--- config.mk ---
export PLATFORM = sky130hd
export DESIGN_NAME = bridge_mux_flat
export DESIGN_NICKNAME = d
export VERILOG_FILES = /design/src/rtl/bridge_mux_if.sv /design/src/rtl/bridge_mux.sv /design/src/flat_wrapper.sv
export SDC_FILE = /design/constraint.sdc
export NUM_CORES = 1
export LEC_CHECK = 0
export CORE_MARGIN = 4
export CORE_UTILIZATION = 30
export CTS_BUF_LIST = sky130_fd_sc_hd__clkbuf_8
export CTS_CLUSTER_SIZE = 14
export DETAILED_ROUTE_END_ITERATION = 12
export GPL_ROUTABILITY_DRIVEN = 0
export PLACE_DENSITY = 0.65
export SYNTH_ARGS = -nofsm -noshare
export SYNTH_HDL_FRONTEND = slang
export SYNTH_SLANG_ARGS = --single-unit
--- constraint.sdc ---
create_clock -name clk -period 3 [get_ports clk]
set_input_delay 0.45 -clock clk [delete_from_list [all_inputs] [get_ports clk]]
set_output_delay 0.45 -clock clk [all_outputs]
set_load 0.05 [all_outputs]
--- src/rtl/bridge_mux_if.sv ---
// bridge_mux_if -- bundles the processor-side and device-side signals of
// the bridge into one interface.
//   slave  : the bridge's view (takes processor requests, drives devices)
//   master : the surrounding system's view (processor plus device models)
// Signals:
//   PrReq/PrAddr/PrWD/PrWE  processor request, address, write data, direction
//   PrRD/PrReady/PrErr      registered read data, completion pulse, error flag
//   DEV_Addr/DEV_WD         latched address and write data, broadcast
//   DEV_Sel/DEV_WE          one-hot select and per-device write enable
//   DEV_Ack/DEV_RD          per-device completion and packed read data
interface bridge_mux_if #(
  parameter int NDEV = 4
);
  logic                 PrReq;
  logic [31:0]          PrAddr;
  logic [31:0]          PrWD;
  logic                 PrWE;
  logic [31:0]          PrRD;
  logic                 PrReady;
  logic                 PrErr;
  logic [31:0]          DEV_Addr;
  logic [31:0]          DEV_WD;
  logic [NDEV-1:0]      DEV_Sel;
  logic [NDEV-1:0]      DEV_WE;
  logic [NDEV-1:0]      DEV_Ack;
  logic [NDEV*32-1:0]   DEV_RD;

  modport slave (
    input  PrReq, PrAddr, PrWD, PrWE, DEV_Ack, DEV_RD,
    output PrRD, PrReady, PrErr, DEV_Addr, DEV_WD, DEV_Sel, DEV_WE
  );

  modport master (
    output PrReq, PrAddr, PrWD, PrWE, DEV_Ack, DEV_RD,
    input  PrRD, PrReady, PrErr, DEV_Addr, DEV_WD, DEV_Sel, DEV_WE
  );
endinterface

--- src/rtl/bridge_mux.sv ---
// bridge_mux -- single-master to NDEV-device bridge. A processor request is
// latched in IDLE, decoded on PrAddr[15:4] against BASE_HI+i, and forwarded
// to the matching device until it acks. Misses complete with PrErr.
// Ports:
//   clk      rising-edge clock
//   reset_n  asynchronous active-low reset
//   bus      bridge_mux_if.slave (processor and device signals)
// Parameters: NDEV (1..8), BASE_HI (PrAddr[15:4] of device 0), TIMEOUT (1..255)
// Optional feature: define BRIDGE_TIMEOUT_EN to abort an ACCESS that sees no
// ack for TIMEOUT cycles; without it ACCESS waits for ack indefinitely.
//
// state  | meaning
// IDLE   | waiting for PrReq; latches request and decodes on the accepting edge
// ACCESS | device selected, waiting for its ack
// DONE   | one-cycle PrReady, PrErr=0
// ERR    | one-cycle PrReady with PrErr=1 (decode miss or timeout), PrRD=0
module bridge_mux #(
  parameter int          NDEV    = 4,
  parameter logic [11:0] BASE_HI = 12'h7F0,
  parameter int          TIMEOUT = 15
) (
  input  logic         clk,
  input  logic         reset_n,
  bridge_mux_if.slave  bus
);

  typedef enum logic [1:0] {IDLE, ACCESS, DONE, ERR} state_t;

  state_t            state, state_nxt;
  logic [NDEV-1:0]   hit_vec;
  logic [NDEV-1:0]   sel_q;
  logic              we_q;
  logic [31:0]       addr_q;
  logic [31:0]       wd_q;
  logic [31:0]       rd_q;
  logic              ack_sel;
  logic [31:0]       rd_sel;
  logic              tmo_hit;

  always_comb begin
    hit_vec = '0;
    for (int i = 0; i < NDEV; i++) begin
      if (bus.PrAddr[15:4] == BASE_HI + 12'(i)) hit_vec[i] = 1'b1;
    end
  end

  // Only the selected device's ack and read data matter.
  assign ack_sel = |(bus.DEV_Ack & sel_q);

  always_comb begin
    rd_sel = '0;
    for (int i = 0; i < NDEV; i++) begin
      if (sel_q[i]) rd_sel = bus.DEV_RD[32*i +: 32];
    end
  end

`ifdef BRIDGE_TIMEOUT_EN
  logic [7:0] tmo_cnt;

  // ACCESS is only entered from IDLE, so clearing in IDLE clears on entry.
  always_ff @(posedge clk or negedge reset_n) begin
    if (!reset_n) begin
      tmo_cnt <= '0;
    end else if (state == IDLE) begin
      tmo_cnt <= '0;
    end else if (state == ACCESS && !ack_sel) begin
      tmo_cnt <= tmo_cnt + 8'd1;
    end
  end

  // True on the edge where the counter would reach TIMEOUT.
  assign tmo_hit = (tmo_cnt == 8'(TIMEOUT - 1));
`else
  assign tmo_hit = 1'b0;
`endif

  always_ff @(posedge clk or negedge reset_n) begin
    if (!reset_n) state <= IDLE;
    else          state <= state_nxt;
  end

  always_comb begin
    state_nxt = state;
    case (state)
      IDLE: begin
        if (bus.PrReq) state_nxt = (|hit_vec) ? ACCESS : ERR;
      end
      ACCESS: begin
        // ack has priority over a timeout on the same edge
        if (ack_sel)      state_nxt = DONE;
        else if (tmo_hit) state_nxt = ERR;
      end
      DONE:    state_nxt = IDLE;
      ERR:     state_nxt = IDLE;
      default: state_nxt = IDLE;
    endcase
  end

  always_ff @(posedge clk or negedge reset_n) begin
    if (!reset_n) begin
      sel_q  <= '0;
      we_q   <= 1'b0;
      addr_q <= '0;
      wd_q   <= '0;
      rd_q   <= '0;
    end else begin
      case (state)
        IDLE: begin
          if (bus.PrReq) begin
            addr_q <= bus.PrAddr;
            wd_q   <= bus.PrWD;
            we_q   <= bus.PrWE;
            sel_q  <= hit_vec;
            if (!(|hit_vec)) rd_q <= '0;
          end
        end
        ACCESS: begin
          if (ack_sel) begin
            if (!we_q) rd_q <= rd_sel;
          end else if (tmo_hit) begin
            rd_q <= '0;
          end
        end
        default: ;
      endcase
    end
  end

  assign bus.PrRD     = rd_q;
  assign bus.PrReady  = (state == DONE) || (state == ERR);
  assign bus.PrErr    = (state == ERR);
  assign bus.DEV_Addr = addr_q;
  assign bus.DEV_WD   = wd_q;
  assign bus.DEV_Sel  = (state == ACCESS) ? sel_q : '0;
  assign bus.DEV_WE   = (state == ACCESS && we_q) ? sel_q : '0;

endmodule

--- src/flat_wrapper.sv ---
// flat-port wrapper written by rule: the top's interface ports become plain ports
module bridge_mux_flat 
#(
  parameter int          NDEV    = 4,
  parameter logic [11:0] BASE_HI = 12'h7F0,
  parameter int          TIMEOUT = 15
)
  (clk, reset_n, bus_PrReq, bus_PrAddr, bus_PrWD, bus_PrWE, bus_DEV_Ack, bus_DEV_RD, bus_PrRD, bus_PrReady, bus_PrErr, bus_DEV_Addr, bus_DEV_WD, bus_DEV_Sel, bus_DEV_WE);
  bridge_mux_if #(.NDEV(NDEV)) bus_i ();
  input  logic clk;
  input  logic reset_n;
  input wire logic [$bits(bus_i.PrReq)-1:0] bus_PrReq;
  input wire logic [$bits(bus_i.PrAddr)-1:0] bus_PrAddr;
  input wire logic [$bits(bus_i.PrWD)-1:0] bus_PrWD;
  input wire logic [$bits(bus_i.PrWE)-1:0] bus_PrWE;
  input wire logic [$bits(bus_i.DEV_Ack)-1:0] bus_DEV_Ack;
  input wire logic [$bits(bus_i.DEV_RD)-1:0] bus_DEV_RD;
  output wire logic [$bits(bus_i.PrRD)-1:0] bus_PrRD;
  output wire logic [$bits(bus_i.PrReady)-1:0] bus_PrReady;
  output wire logic [$bits(bus_i.PrErr)-1:0] bus_PrErr;
  output wire logic [$bits(bus_i.DEV_Addr)-1:0] bus_DEV_Addr;
  output wire logic [$bits(bus_i.DEV_WD)-1:0] bus_DEV_WD;
  output wire logic [$bits(bus_i.DEV_Sel)-1:0] bus_DEV_Sel;
  output wire logic [$bits(bus_i.DEV_WE)-1:0] bus_DEV_WE;
  assign bus_i.PrReq = bus_PrReq;
  assign bus_i.PrAddr = bus_PrAddr;
  assign bus_i.PrWD = bus_PrWD;
  assign bus_i.PrWE = bus_PrWE;
  assign bus_i.DEV_Ack = bus_DEV_Ack;
  assign bus_i.DEV_RD = bus_DEV_RD;
  assign bus_PrRD = bus_i.PrRD;
  assign bus_PrReady = bus_i.PrReady;
  assign bus_PrErr = bus_i.PrErr;
  assign bus_DEV_Addr = bus_i.DEV_Addr;
  assign bus_DEV_WD = bus_i.DEV_WD;
  assign bus_DEV_Sel = bus_i.DEV_Sel;
  assign bus_DEV_WE = bus_i.DEV_WE;
  bridge_mux #(.NDEV(NDEV), .BASE_HI(BASE_HI), .TIMEOUT(TIMEOUT)) u_core (.clk(clk), .reset_n(reset_n), .bus(bus_i));
endmodule
Fig. 1: run 1, signal wires on met2
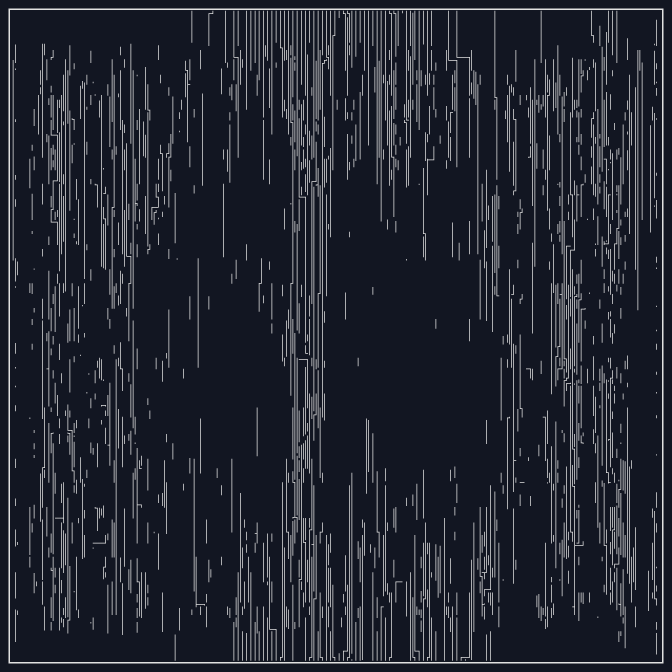
wire length on this layer: 8880 µm
main direction: vertical

Fig. 2: run 1, metal layers overlaid
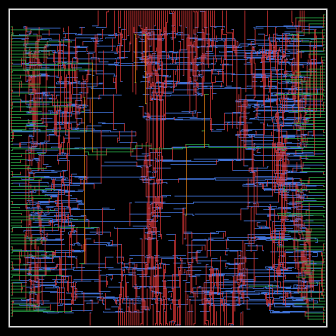
| color | layer | wire length |
|---|---|---|
| blue | M1 | 8450 µm |
| green | M3 | 2150 µm |
| orange | M4 | 262 µm |
| red | M2 | 8880 µm |
Wirelength per Cell: 17.7 µm
total wire length after detailed routing: 19700 µm
gr usage total: 18.7%
Via Count: 5250

==> notes.md, run 1 <==
The logs give 9 for the number of buffers created by CTS and 6720 µW for the total power after layout. For this run, the top clock speed supported by timing is 384 MHz. The synthesized netlist handed to floorplanning was reported with a cell count of 606.

The routed length on met2 is 8880 µm, and the data required time at the worst endpoint is 2.55 ns. The flop count was 103. The run finished with clean final reports. The run gives 2 for the total number of cells along the worst setup path. The worst path in the final design needs a cycle of 2.60 ns, including I/O delays and setup. STA lists the endpoint of the worst register-to-register path as u_core.bus.PrRD[18]. Traced cell by cell, the critical path runs through and3_1, clkdlybuf4s50_1. Nets still carrying antenna violations after routing amount to 0. The DRC violation total left in the routed layout is recorded as 0. Biggest area consumer among cell classes: non-clock buffers. The start-to-end type of the worst setup path is register to primary output. The root buffer cell chosen for the clock tree is clkbuf_8. The run gives 6 for the number of detailed-route iterations in the first pass.

Per STA, the worst path accumulates the most delay in the family buffers and inverters. Of all cell types, the one taking the most synthesized area is dfrtp_1. The global route total overflow is 0. By count the netlist is led by nand2_1 (234), dfrtp_1 (103), a21oi_1 (64). The register bit total from synthesis came out at 103. The launch point of the worst reg-to-reg path is u_core.sel_q[2]. Yosys stat counts 606 cells in the synthesized netlist. The flow inserted 225 tap cells. Number of H-tree branching levels: 3.
Fig. 3: run 1, gate families picked out
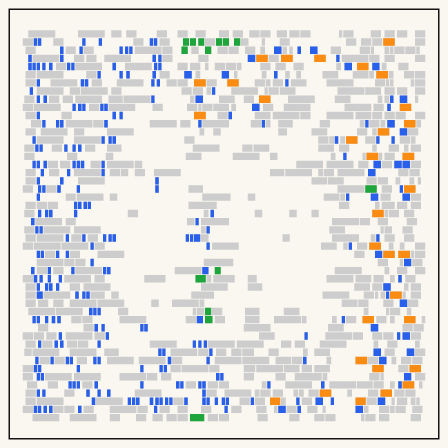
| color | family | cells |
|---|---|---|
| green | and/or cells | 14 |
| blue | nand cells | 269 |
| orange | non-inverting ao/oa cells | 32 |
fraction of area in multi-input gates: 28.4%
highest-count logic cell in the final layout: clkdlybuf4s50_1
post-layout instance count excluding filler cells: 1115

run 1: power breakdown:
group / switching, µW / internal [µW]
clock: 482 / 320
sequential: 257 / 1810
combinational: 2530 / 1320
run 1: through the flow:
step	util (%)	worst slack, ns	hold WS (ns)	instances	area [µm²]
floorplan	-	1.02	0.154	606	5440
global placement	49.4	0.488	0.457	1101	8660
detailed placement	49.4	0.444	0.461	1101	8660
CTS	50.4	0.358	0.190	1115	8830
global route	50.4	0.289	0.224	1115	8830
finish	50.4	0.395	0.155	1115	8830
run 1: cell families after synthesis:
group                  count (synthesis)  synth area share, %
AOI/OAI and AO/OA                    104                 14.0
buffers and inverters                 80                 6.45
DFF                                  103                 47.4
muxes                                 32                 8.70
and+or+nand+nor                      287                 23.5
Fig. 4: run 1, routing congestion
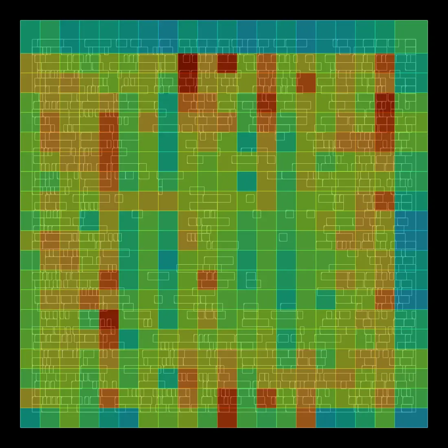

--- run 2 (diff from run 1) ---
==> constraint.sdc (replaced) <==
create_clock -name clk -period 3 [get_ports clk]
set_input_delay 0.6 -clock clk [delete_from_list [all_inputs] [get_ports clk]]
set_output_delay 0.6 -clock clk [all_outputs]
set_load 0.05 [all_outputs]
Fig. 5: run 2, routing congestion
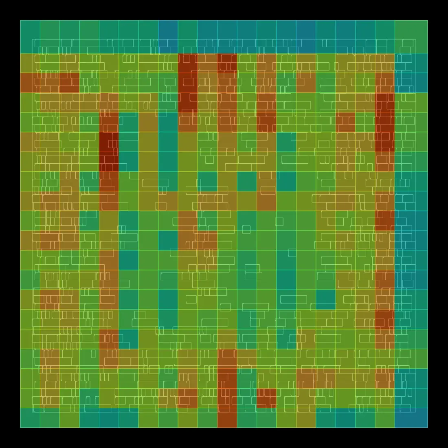
met3 GRT Util: 6.35%
fin util: 50.7%
met2 track demand over resource: 29.5%
global routing met1 resource utilization: 24.9%
GRT busiest layer: met2

Fig. 6: run 2, cell density map
14 x 14 tiles, from white (low) to dark blue (high), 0 to 100% covered.
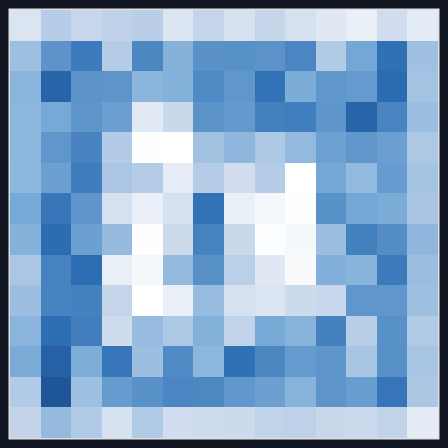
nearly empty tiles: 3.6%
mean over tiles: 42%
fullest tile: 85%
emptiest ninth of the die: center
tiles over 75% full: 3.6%

==> run 2 against run 1 <==
Against the previous run:
- non-clock buffer count unchanged
- critical path depth increased by 1
- clock skew increased by 0.0077 ns
- design area increased by 0.59%
- clock-buffer cell count unchanged
- power increased by 1.1%
- combinational power about the same
- final cell count increased by 0.18%
- clock power increased by 11%
- core utilization increased by 0.30 points
- setup slack got worse by 0.15 ns
- die area unchanged
- largest cell class unchanged
- largest power group unchanged
==> notes.md, run 2 <==
The kind of cell with the highest combined delay on the critical path was buffers and inverters (unchanged). Most used logic cell in the final layout: clkdlybuf4s50_1 (unchanged). The global route total overflow was 0 (unchanged). The total instance count after detailed placement came out at 1101 (unchanged). The tools report the end of the worst register-to-register path as u_core.bus.PrRD[31] (was u_core.bus.PrRD[18]). The final wirelength is 19600 µm (was 19700 µm), and the total number of cells along the worst setup path is 3 (was 2). The design internal power is 3480 µW (was 3450 µW). The run gives 2.75 ns (was 2.60 ns) for the post-layout minimum cycle time. The cell at the root of the clock tree was clkbuf_8 (unchanged). The highest attainable clock frequency was 364 MHz (was 384 MHz); the routed length on met2 was 8700 µm (was 8880 µm). The switching component of the power was 3320 µW (was 3270 µW). The start-to-end type of the worst setup path is register to primary output (unchanged).

The number of H-tree branching levels was 3 (unchanged); the final instance area was 8880 µm² (was 8830 µm²). Launch point of the worst reg-to-reg path: u_core.sel_q[2] (unchanged). Number of vias in the routed layout: 5233 (was 5250). The minimum hold slack is 0.225 ns (was 0.155 ns), and the worst setup slack after layout is 0.250 ns (was 0.395 ns). The relative contribution of sequential cells to total power was 30.4% (was 30.8%). The combinational logic power was 3840 µW (was 3850 µW); the number of non-filler instances in the completed layout was 1117 (was 1115). The part of the power in combinational logic came out at 56.5% (was 57.3%). For the cell count after synthesis, the log shows 606 (unchanged). Leading post-synthesis cells by instance count: nand2_1 (234), dfrtp_1 (103), a21oi_1 (64) (unchanged).

For the number of nets with antenna violations after routing, the log shows 0 (unchanged). With the number of buffers created by CTS at 9 (unchanged), the DRC violations left is 0 (unchanged). Average routed wire per standard cell: 17.6 µm (was 17.7 µm). The run gives 48.8% (was 48.6%) for the proportion of total power due to net switching. The run gives 18.7% (about the same) as the global-route usage over all layers. The run gives 606 (unchanged) for the number of cell instances after yosys synthesis.

For the number of detailed-route iterations in the first pass, the log shows 5 (was 6). The run finished with clean final reports. The run gives 894 µW (was 802 µW) as the clock-net power.
[run 2: cells by family after synthesis]
logic type | share of synthesized area [%]
simple gates | 23.5
compound gates | 14.0
flops | 47.4
buf+inv | 6.45
mux | 8.70
[run 2: layer usage]
| layer | track usage [%] | up-vias |
|---|---|---|
| li1 | - | 2564 |
| met1 | 24.9 | 2419 |
| met2 | 29.5 | 237 |
| met3 | 6.35 | 13 |
| met4 | 4.70 | 0 |
| met5 | 0 | - |
[run 2: cell type report]
type                       instances  area, µm²  share of cell area (%)
timing repair buffer             318       3190                    35.9
sequential                       103       2580                    29.1
multi-input combinational        423       2510                    28.3
tap                              225        282                    3.17
clock buffer                      10        138                    1.55
inverter                          32        120                    1.35
clock inverter                     6       62.6                   0.704
--- run 3 (diff from run 2) ---
--- a/config.mk
+++ b/config.mk
@@ -15,3 +15,4 @@
 export SYNTH_ARGS = -nofsm -noshare
 export SYNTH_HDL_FRONTEND = slang
 export SYNTH_SLANG_ARGS = --single-unit
+export TNS_END_PERCENT = 50
Fig. 7: run 3, metal layers overlaid
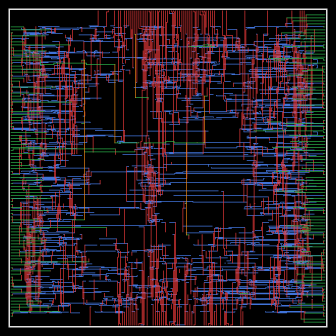
| color | layer | wire length |
|---|---|---|
| green | M3 | 2070 µm |
| red | M2 | 8700 µm |
| blue | M1 | 8680 µm |
| orange | M4 | 199 µm |
total wire length after detailed routing: 19600 µm
Wirelength per Cell: 17.6 µm
Via Count: 5233
gr usage total: 18.7%

==> run 3 against run 2 <==
Against the previous run:
- first-iteration DRC count unchanged
- clock power barely moved
- sequential share of layout area unchanged
- global-route usage unchanged
- hold slack unchanged
- highest routed layer unchanged
==> notes.md, run 3 <==
The run finished with clean final reports. For the area taken by flip-flops and latches, the log shows 2580 µm² (unchanged). Library cell with the largest summed area after synthesis: dfrtp_1 (unchanged).

With the total power after layout at 6800 µW (unchanged), the routing usage on met2 is 29.5% (unchanged). The number of detailed-route iterations in the first pass is 5 (unchanged). Number of clock buffers in the layout: 10 (unchanged). The global route total overflow came out at 0 (unchanged). The count of inverters not on the clock network in the layout is 32 (unchanged), and the share of the final layout cell area in sequential cells is 29.1% (unchanged).

With the xor-xnor portion of the synthesized cell area at 0% (unchanged), the fraction of the mapped netlist area in compound gates is 14.0% (unchanged). The proportion of final cell area spent on non-clock buffers is 35.9% (unchanged). The run gives 0% (unchanged) for the fraction of the mapped netlist area in adder cells. The logs give 50.7% (unchanged) for the final cell utilization of the core and 364 MHz (unchanged) for the highest attainable clock frequency. For the pre-CTS setup slack, the log shows 0.306 ns (unchanged). The post-layout minimum cycle time was 2.75 ns (unchanged). Number of buffers created by CTS: 9 (unchanged). The tap cell count was 225 (unchanged); the total number of cells along the worst setup path was 3 (unchanged).
Fig. 8: run 3, routing congestion
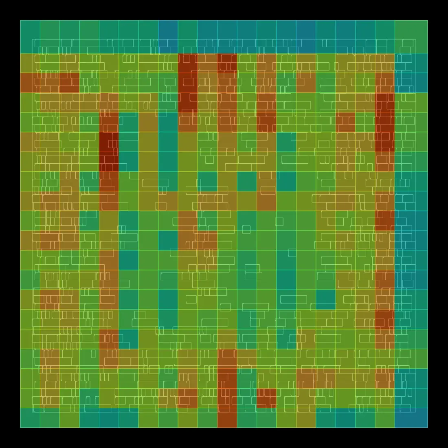

[run 3: cell counts in the layout (fill, tap and decap cells not counted)]
No cell type changed its count.
[run 3: kinds of logic after synthesis]
family	after synthesis
simple gates	287
compound gates	104
flops	103
buf+inv	80
mux	32
[run 3: where the power goes]
group / switching [µW] / leakage [µW] / total (µW) / internal (µW)
Clock: 547 / 0.000102 / 894 / 347
Combinational: 2520 / 0.00248 / 3840 / 1320
Sequential: 255 / 0.00133 / 2070 / 1810
Total: 3320 / 0.00391 / 6800 / 3480
[run 3: stage by stage]
stage / instances / area (µm²)
after floorplan: 606 / 5440
after global placement: 1101 / 8680
after detailed placement: 1101 / 8680
after CTS: 1117 / 8880
after global routing: 1117 / 8880
final: 1117 / 8880
Power is estimated from default activity; no workload was simulated.
